===== src/rtl/demux_12_buf.sv =====
// One-to-two demultiplexer: each input word goes to the channel picked by s,
// and each channel buffers it in its own independent 2-entry FIFO.
module demux_12_buf #(
  parameter int WIDTH = 4
) (
  input  logic             clk,
  input  logic             rst,
  input  logic             s,
  input  logic             in_valid,
  input  logic [WIDTH-1:0] din,
  output logic             in_ready,
  output logic             out0_valid,
  output logic [WIDTH-1:0] out0_data,
  input  logic             out0_ready,
  output logic             out1_valid,
  output logic [WIDTH-1:0] out1_data,
  input  logic             out1_ready,
  output logic [1:0]       count0,
  output logic [1:0]       count1
);

  logic [WIDTH-1:0] mem [2][2];
  logic [1:0]       cnt [2];
  logic             wp  [2];
  logic             rp  [2];
  logic             push [2];
  logic             pop  [2];
  logic             full [2];

  always_comb begin
    full[0] = (cnt[0] == 2'd2);
    full[1] = (cnt[1] == 2'd2);
    // A pop in the same cycle does not free a slot for a full channel.
    in_ready = s ? !full[1] : !full[0];
    push[0] = in_valid && in_ready && !s;
    push[1] = in_valid && in_ready && s;
    pop[0]  = (cnt[0] != 2'd0) && out0_ready;
    pop[1]  = (cnt[1] != 2'd0) && out1_ready;
  end

  always_ff @(posedge clk) begin
    if (rst) begin
      for (int c = 0; c < 2; c++) begin
        cnt[c] <= 2'd0;
        wp[c]  <= 1'b0;
        rp[c]  <= 1'b0;
        mem[c][0] <= '0;
        mem[c][1] <= '0;
      end
    end else begin
      for (int c = 0; c < 2; c++) begin
        if (push[c]) begin
          mem[c][wp[c]] <= din;
          wp[c] <= !wp[c];
        end
        if (pop[c]) begin
          rp[c] <= !rp[c];
        end
        if (push[c] && !pop[c]) begin
          cnt[c] <= cnt[c] + 2'd1;
        end else if (pop[c] && !push[c]) begin
          cnt[c] <= cnt[c] - 2'd1;
        end
      end
    end
  end

  assign out0_valid = (cnt[0] != 2'd0);
  assign out1_valid = (cnt[1] != 2'd0);
  assign out0_data  = mem[0][rp[0]];
  assign out1_data  = mem[1][rp[1]];
  assign count0     = cnt[0];
  assign count1     = cnt[1];

endmodule


===== config.mk =====
export PLATFORM = sky130hd
export DESIGN_NAME = demux_12_buf
export DESIGN_NICKNAME = d
export VERILOG_FILES = /design/src/rtl/demux_12_buf.sv
export SDC_FILE = /design/constraint.sdc
export NUM_CORES = 1
export LEC_CHECK = 0
export CAP_MARGIN = 30
export CORE_MARGIN = 8
export CORE_UTILIZATION = 54
export DETAILED_ROUTE_END_ITERATION = 10
export PLACE_DENSITY = 0.9
export SLEW_MARGIN = 20
export SYNTH_ARGS = -nofsm -noshare
export SYNTH_HDL_FRONTEND = slang
export SYNTH_SLANG_ARGS = --single-unit

===== constraint.sdc =====
create_clock -name clk -period 3.9 [get_ports clk]
set_input_delay 0.78 -clock clk [delete_from_list [all_inputs] [get_ports clk]]
set_output_delay 0.78 -clock clk [all_outputs]
set_load 0.005 [all_outputs]

**Local utilization**

6 x 6 tiles, from black (low) to pale yellow (high), 0 to 100% covered.
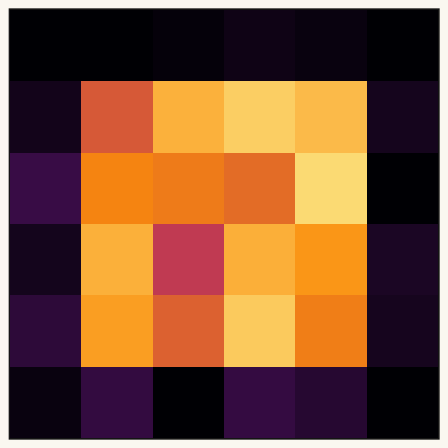
emptiest ninth of the die: north-west
densest ninth of the die: center
nearly empty tiles: 19%
Initial Utilization: 57.4%
Util after Layout: 70.4%
Core Box Area: 0.00223 sq mm

**Gate families picked out**

Bar = 20 microns.
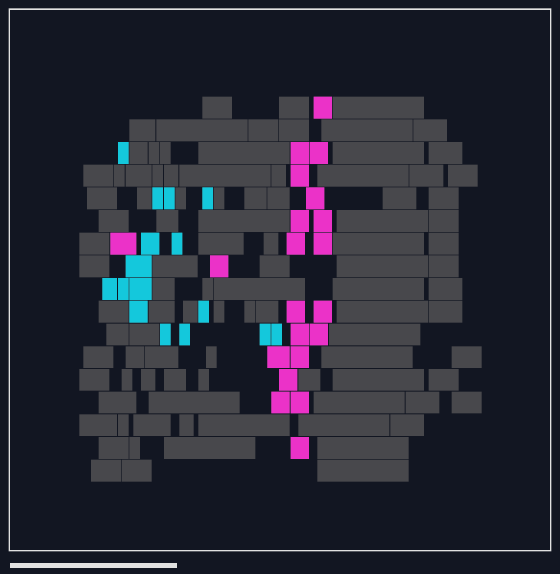
[cyan] NAND gates | cells: 16 | most used: nand2_1 | where: west
[magenta] AND and OR gates | cells: 21 | most used: and2_1
final non-filler cell total: 162
Comb area share: 33.3%

**Cell outlines without signal wires**

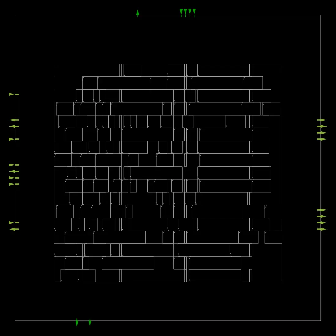
well tap count: 28
FFs & Latches: 24
fill cell count: 171

==> flow_metrics.env <==
# implementation run metrics
export IMPL_status="completed"
export IMPL_design_area_sq_mm=0.00157
export IMPL_yosysTopAreaCell="edfxtp_1"
export IMPL_dpl_hpwl_mm=1.86
export IMPL_top_area_share_pct=56.2
export IMPL_gp_congestion=0.826
export IMPL_max_freq_mhz=361
export IMPL_ys_types=34
export IMPL_p_per_area_mw_per_mm2=418
export IMPL_cts_buffers=3
export IMPL_timing_final_ws_setup_ps=1130
export IMPL_synth_area_per_cell_sq_um=11.8
export IMPL_clk_latency_ps=290
export IMPL_hold_violations=0
export IMPL_synth_seq_cells=24
export IMPL_cts_resized=0
export IMPL_finalCriticalPeriod_ps=2770
export IMPL_crit_path_start_kind="input pin"
export IMPL_ir_drop_v=0.000319
export IMPL_cts_sinks=24
export IMPL_crit_arrival_ps=1990
export IMPL_slew_headroom_pct=62.6
export IMPL_worstMarginPinSlew_ps=555
export IMPL_clk_pin_slew_ps=110
export IMPL_dp_slack_ps=1120
export IMPL_track_usage_pct=11.2
export IMPL_p_sw_uw=177
export IMPL_synth_chip_area_sq_mm=0.00128
export IMPL_p_int_uw=480
export IMPL_min_to="wp[0][0]"
export IMPL_dpl_cell_area_sq_mm=0.00155
export IMPL_cts_hold_fix_buffers=0
export IMPL_drtIter0Drc=24
export IMPL_wirelength_mm=2.32
export IMPL_drc=0
export IMPL_warnings=27
**The metal 3 layer**

Bar = 20 microns.
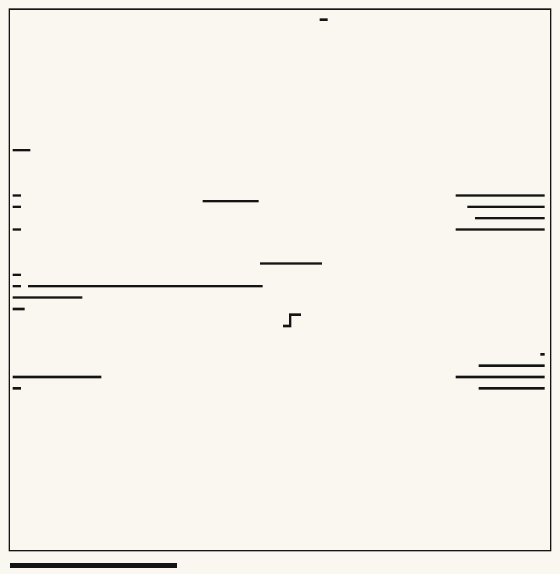
main direction: horizontal
wire length on this layer: 134 microns
share of all routed wire: 5.8%

**Wires at chosen ports, followed through buffers**

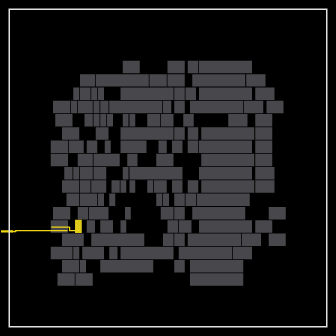
[yellow] `out1_valid` | bits: 1 | direction: output | edge: west | end cells: 1 | wire: 17.9 microns
# IOs: 25
Port Buffers: 24

-- per-layer routing --
metal	wire length [microns]	GRT usage, %
met1	935	10.2
met2	1210	20.7
met3	134	3.78
met4	45	6.81
met5	0	0
-- synth_stat cells (2+ instances only) --
| master | instances |
|---|---|
| edfxtp_1 | 24 |
| and2_1 | 12 |
| nand2_1 | 11 |
| mux2_2 | 8 |
| nor2_1 | 8 |
| inv_1 | 5 |
| a21oi_1 | 4 |
| and3_1 | 4 |
| or2_2 | 3 |
| ha_1 | 2 |
| nand2b_1 | 2 |
| o21a_1 | 2 |
| o21ai_0 | 2 |
| xnor2_1 | 2 |
-- through the flow --
step           util [%]  instances  total power (uW)
6_report           70.4        162               657
5_1_grt            70.4        162               691
4_1_cts            70.4        162               660
3_5_place_dp       69.4        159               566
3_3_place_gp       69.4        159               558
2_1_floorplan         -        109               465
-- area by class of cell --
class                           count  area [sq um]
Clock buffer                        3          22.5
Timing Repair Buffer               25           248
Fill cell                         171           662
Tap cell                           28          35.0
Inverter                            6          22.5
Multi-Input combinational cell     76           523
Sequential cell                    24           721
-- worst max path at each step --
stage                     start  slack, ps         to  cells past startpoint
after floorplan               s       2000  mem[0][0]                      4
after global placement        s       1160   in_ready                      3
after detailed placement      s       1120   in_ready                      3
after CTS                     s       1120   in_ready                      3
after global routing          s       1070   in_ready                      4
final                         s       1130   in_ready                      3
-- logic make-up (layout without fill, tap and decap cells) --
family	after synthesis	count (layout)	share of synthesized area, %
compound gates	14	14	8.58
xor+xnor	2	2	1.37
fa+ha+maj	3	3	2.83
buf+inv	9	34	3.02
flops	24	24	56.2
mux	8	8	7.02
simple gates	49	49	21.0
-- state kept, by name, indices dropped and copies added, names as in the netlist --
signal and flops:
wp 2, rp 2, mem 16, cnt 4
-- worst max-delay path: stages --
cell,delay (ps)
clkdlybuf4s50_1,540
o21a_1,160
clkdlybuf4s50_1,510
-- power by group through the flow --
stage	Clock (uW)	Combinational (uW)	Sequential (uW)
2_1_floorplan	0	122	343
3_3_place_gp	0	207	351
3_5_place_dp	0	213	353
4_1_cts	98.1	214	348
5_1_grt	107	233	351
6_report	97.4	212	347
No activity file was given, so power comes from the tool's default toggle rates.
